File: src/rtl/timer_sequencer.sv
`default_nettype none
// ============================================================================
// Module   : timer_sequencer
// Purpose  : Queues 32-bit delay requests and plays each one out on the
//            16-bit timer peripheral as a chain of <=16'hFFFF loads, pulsing
//            done once per completed request. cancel stops the timer.
// Revision : 1.0  initial release
// ============================================================================
module timer_sequencer #(
  parameter logic [15:0] LOWER_TIMER = 16'h0010,
  parameter int          DEPTH       = 4
) (
  input  logic        clk,
  input  logic        reset,
  input  logic        start,
  input  logic [31:0] delay,
  input  logic        cancel,
  input  logic        tmr_exp,
  output logic        write,
  output logic [15:0] id,
  output logic [15:0] dout,
  output logic        busy,
  output logic        full,
  output logic        done
);

  localparam int AW = (DEPTH > 1) ? $clog2(DEPTH) : 1;
  localparam int CW = AW + 1;
  localparam logic [CW-1:0] C_FULL_CNT = CW'(DEPTH);

  typedef enum logic [0:0] {
    S_IDLE = 1'b0,
    S_WAIT = 1'b1
  } state_t;

  state_t        state_q, state_d;
  logic [31:0]   mem_q [DEPTH];
  logic [31:0]   mem_d [DEPTH];
  logic [AW-1:0] wr_ptr_q, wr_ptr_d;
  logic [AW-1:0] rd_ptr_q, rd_ptr_d;
  logic [CW-1:0] count_q, count_d;
  logic [31:0]   rem_q, rem_d;
  logic          write_q, write_d;
  logic [15:0]   id_q, id_d;
  logic [15:0]   dout_q, dout_d;
  logic          done_q, done_d;

  logic          fifo_empty;
  logic          push;
  logic          pop;
  logic [31:0]   head;

  // Largest chunk the 16-bit timer can count in one load.
  function automatic logic [15:0] seg(input logic [31:0] x);
    return (x > 32'h0000_FFFF) ? 16'hFFFF : x[15:0];
  endfunction

  assign fifo_empty = (count_q == '0);
  assign full       = (count_q == C_FULL_CNT);
  assign busy       = (state_q == S_WAIT) || !fifo_empty;
  assign head       = mem_q[rd_ptr_q];

  assign write = write_q;
  assign id    = id_q;
  assign dout  = dout_q;
  assign done  = done_q;

  // Next-state: cancel overrides everything, otherwise FIFO + segment sequencing.
  always_comb begin
    state_d  = state_q;
    mem_d    = mem_q;
    wr_ptr_d = wr_ptr_q;
    rd_ptr_d = rd_ptr_q;
    count_d  = count_q;
    rem_d    = rem_q;
    write_d  = 1'b0;
    done_d   = 1'b0;
    id_d     = id_q;
    dout_d   = dout_q;
    push     = start && !full && !cancel;
    pop      = 1'b0;

    if (cancel) begin
      // Zero load stops the timer; pending work is discarded without done.
      write_d  = 1'b1;
      id_d     = LOWER_TIMER;
      dout_d   = 16'h0000;
      rem_d    = 32'd0;
      state_d  = S_IDLE;
      wr_ptr_d = '0;
      rd_ptr_d = '0;
      count_d  = '0;
    end else begin
      case (state_q)
        S_IDLE: begin
          if (!fifo_empty) begin
            pop = 1'b1;
            if (head == 32'd0) begin
              done_d = 1'b1;
            end else begin
              write_d = 1'b1;
              id_d    = LOWER_TIMER;
              dout_d  = seg(head);
              rem_d   = head - {16'h0000, seg(head)};
              state_d = S_WAIT;
            end
          end
        end
        S_WAIT: begin
          if (tmr_exp) begin
            if (rem_q == 32'd0) begin
              done_d  = 1'b1;
              state_d = S_IDLE;
            end else begin
              write_d = 1'b1;
              id_d    = LOWER_TIMER;
              dout_d  = seg(rem_q);
              rem_d   = rem_q - {16'h0000, seg(rem_q)};
            end
          end
        end
        default: state_d = S_IDLE;
      endcase

      if (push) begin
        mem_d[wr_ptr_q] = delay;
        wr_ptr_d        = wr_ptr_q + AW'(1);
      end
      if (pop) begin
        rd_ptr_d = rd_ptr_q + AW'(1);
      end
      case ({push, pop})
        2'b10:   count_d = count_q + CW'(1);
        2'b01:   count_d = count_q - CW'(1);
        default: count_d = count_q;
      endcase
    end
  end

  // Request storage; contents are don't-care while the count says empty.
  always_ff @(posedge clk) begin
    mem_q <= mem_d;
  end

  // Control and output registers with synchronous reset.
  always_ff @(posedge clk) begin
    if (reset) begin
      state_q  <= S_IDLE;
      wr_ptr_q <= '0;
      rd_ptr_q <= '0;
      count_q  <= '0;
      rem_q    <= 32'd0;
      write_q  <= 1'b0;
      id_q     <= 16'h0000;
      dout_q   <= 16'h0000;
      done_q   <= 1'b0;
    end else begin
      state_q  <= state_d;
      wr_ptr_q <= wr_ptr_d;
      rd_ptr_q <= rd_ptr_d;
      count_q  <= count_d;
      rem_q    <= rem_d;
      write_q  <= write_d;
      id_q     <= id_d;
      dout_q   <= dout_d;
      done_q   <= done_d;
    end
  end

endmodule
`default_nettype wire

File: config.mk
export PLATFORM = sky130hd
export DESIGN_NAME = timer_sequencer
export DESIGN_NICKNAME = d
export VERILOG_FILES = /design/src/rtl/timer_sequencer.sv
export SDC_FILE = /design/constraint.sdc
export NUM_CORES = 1
export LEC_CHECK = 0
export CORE_UTILIZATION = 56
export DETAILED_ROUTE_END_ITERATION = 10
export PLACE_DENSITY = 0.88
export SLEW_MARGIN = 10
export SYNTH_ARGS = -nofsm -noshare
export SYNTH_HDL_FRONTEND = slang
export SYNTH_SLANG_ARGS = --single-unit
export TNS_END_PERCENT = 20
File: constraint.sdc
create_clock -name clk -period 4.3 [get_ports clk]
set_input_delay 0.43 -clock clk [delete_from_list [all_inputs] [get_ports clk]]
set_output_delay 0.43 -clock clk [all_outputs]
set_load 0.05 [all_outputs]
**Metal 1**

Drawn at 3 px/um.
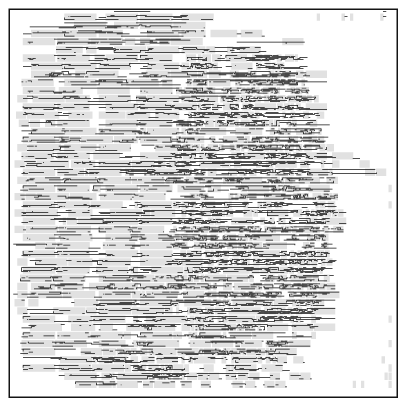
longest straight run: 33.6 um
main direction: horizontal

**Signal wires on met2**

Drawn at 4 px/um.
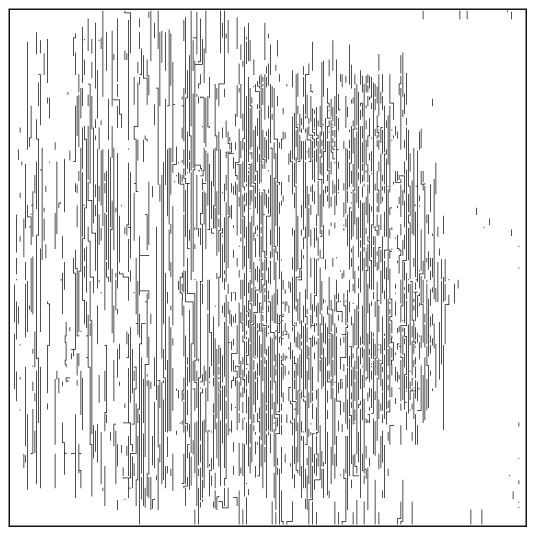
wire length on this layer: 11200 um
share of all routed wire: 48%
nets with wire on the layer: 756
main direction: vertical
longest straight run: 45.7 um

**M3 wires**

Drawn at 2 px/um.
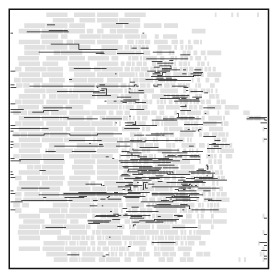
nets with wire on the layer: 190
wire length on this layer: 2280 um
longest straight run: 43.7 um
share of all routed wire: 9.9%
main direction: horizontal

==> metrics.yaml <==
slowest_delay_ns: 0.64
ys_ff: 187
tapCellCount: 216
logic_family: "simple AND/OR/NAND/NOR gates"
end_kind: "register"
simple_gate_area_share_pct: 14.01
top_cells_by_area: "edfxtp_1, dfxtp_1, mux4_2, a21oi_1, nand2_1"
numCtsBuffers: 17
cts_resized: 0
r2r_start: "rd_ptr_q[0]"
clock_latency_ns: 0.43
rrSetupSlack_ns: 0.34
cp-startpoint: "rd_ptr_q[0]"
outcome: "complete, no violations"
drtIter0Drc: 1004
crit_cells: 9
wl_met2_mm: 11.16
ys_chip_area_um2: 9014
comb_area_um2: 3637
initial_core_util_pct: 57.16
syn2layout_area_growth_pct: 14.96
num_vias: 6944
drc: 0
synth.distinct_cells: 66
post_cts_buffers: 0
cts_tree: "done"
p_int_uw: 3218
edf_count: 128
cp-start-kind: "register"
seq-power_uw: 2010
layout_min_cycle_time_ns: 3.958
r2r_end: "rem_q[13]"
setup_violations: 0
comb-cell-share_pct: 35.10
met3WireLength_mm: 2.283
dp_slack_ns: 0.4252
syn_area_per_cell_um2: 11.66
worstHoldStart: "dout[10]"
grt_pass1_vias: 6590
synthFlopType: "edfxtp_1"
max_cap_violations: 0
core_area_um2: 15770
power_density_nw_per_um2: 427.3
antenna_found_initial: 0
fp.dieH_um: 128.9
r2r_cells: 9
seq_share_pct: 48.50
die_area_um2: 16610
crit_buf_inv: 2
synth-adder-area-share_pct: 1.194
crit_slowest_cell: "dfxtp_2"
place.port_buffers: 57
top_register: "mem_q"
flops: 187
fillers: 1139
nets: 867
final-nonclk-buf-share_pct: 7.221
irDropWorstVdd_v: 0.0002815
yosys_cells: 773
design_area_um2: 10360
layout_setup_ws_ns: 0.3423
hold_path.class: "register to register"
n_clock_buffer: 18
hold_viol: 0
top_power_group: "sequential cells"
syn_area_um2: 9014
clkTransAtPathRegs_ns: 0.07
synth_top_area_share_pct: 42.64
tightest_slew_ns: 1.024
synth-xor-area-share_pct: 2.332
path_class: "register to register"
cpMostUsedCell: "buf_4"
clock.fmax_mhz: 252.7
wl_met1_mm: 8.638
dominant_cells: "sequential cells"
antennaDiodeCount: 0
clock_tree_area_fraction_pct: 5.953
largest_area_cell: "edfxtp_1"
ys_seq_share_pct: 55.75
num_rows: 46
grt_start_max_net_pins: 44
wire_per_inst_um: 21.97
viasPerCell: 6.620
grt_use_met3_pct: 5.613
top_cells_by_count: "edfxtp_1, nand2_1, dfxtp_1"
fin_setup_tns_ns: 0
swShare_pct: 27.32
power_leakage_uw: 0.003344
routed_wl_mm: 23.04
relSlewSlack_pct: 31.16
rsz0062_at_grt: "no"
hold_slack_ns: 0.4526
grt-ovfl-total: 0
ys_sh_aoi_pct: 13.53
placed_cell_area_um2: 9746
boundaryPins: 73
layout_top_cell: "edfxtp_1"
fin_crit_sh_pct: 92.04
gp_congestion: 0.9380
path_delay_family: "simple AND/OR/NAND/NOR gates"
tool_warnings: 29
dp.cells: 1019
power.share.clock_pct: 37.3
min_to: "dout[10]"
grtUsageMet2_pct: 45.79
h-tree-depth: 4
ff_latch_area_um2: 5026
pwr-share-seq_pct: 45.3
synthArstFlopShare_pct: 0
p_total_uw: 4428
clk_path_buf_depth: 2
path_max_fanout: 41
dieWidth_um: 128.9
ant_nets: 0
pg_comb_uw: 770
drtPass1Iterations: 5
buffers: 79
yosysWarnings: 0
numClockSinks: 187
synthMostInstantiatedCell: "edfxtp_1"
mux_area_share_pct: 8.662
arrival_ns: 4.26
combPwrFrac_pct: 17.4
final_cells: 1049
grt_pass1_wl_mm: 35.38
top_layer: "met4"
comb_cells: 520
layout-drive-gt1-share_pct: 12.00
finalClockSkew_ns: 0.009981
worst_hold_path.num_cells: 2
netlist_instances: 773
inv_count: 17
top_usage_layer: "met2"
hold_buffers: 0
**Metal 4**

Drawn at 2 px/um.
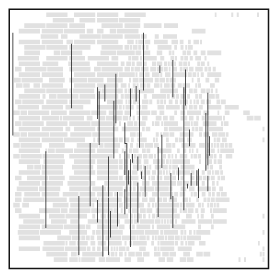
share of all routed wire: 4.2%
longest straight run: 61.2 um
nets with wire on the layer: 43
wire length on this layer: 960 um

**Track usage over the die**

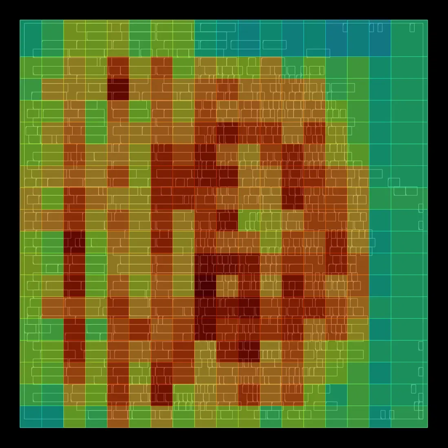
met1 Usage GRT: 37.20%
gr usage total: 28.72%

Power and IR drop assume default switching activity.
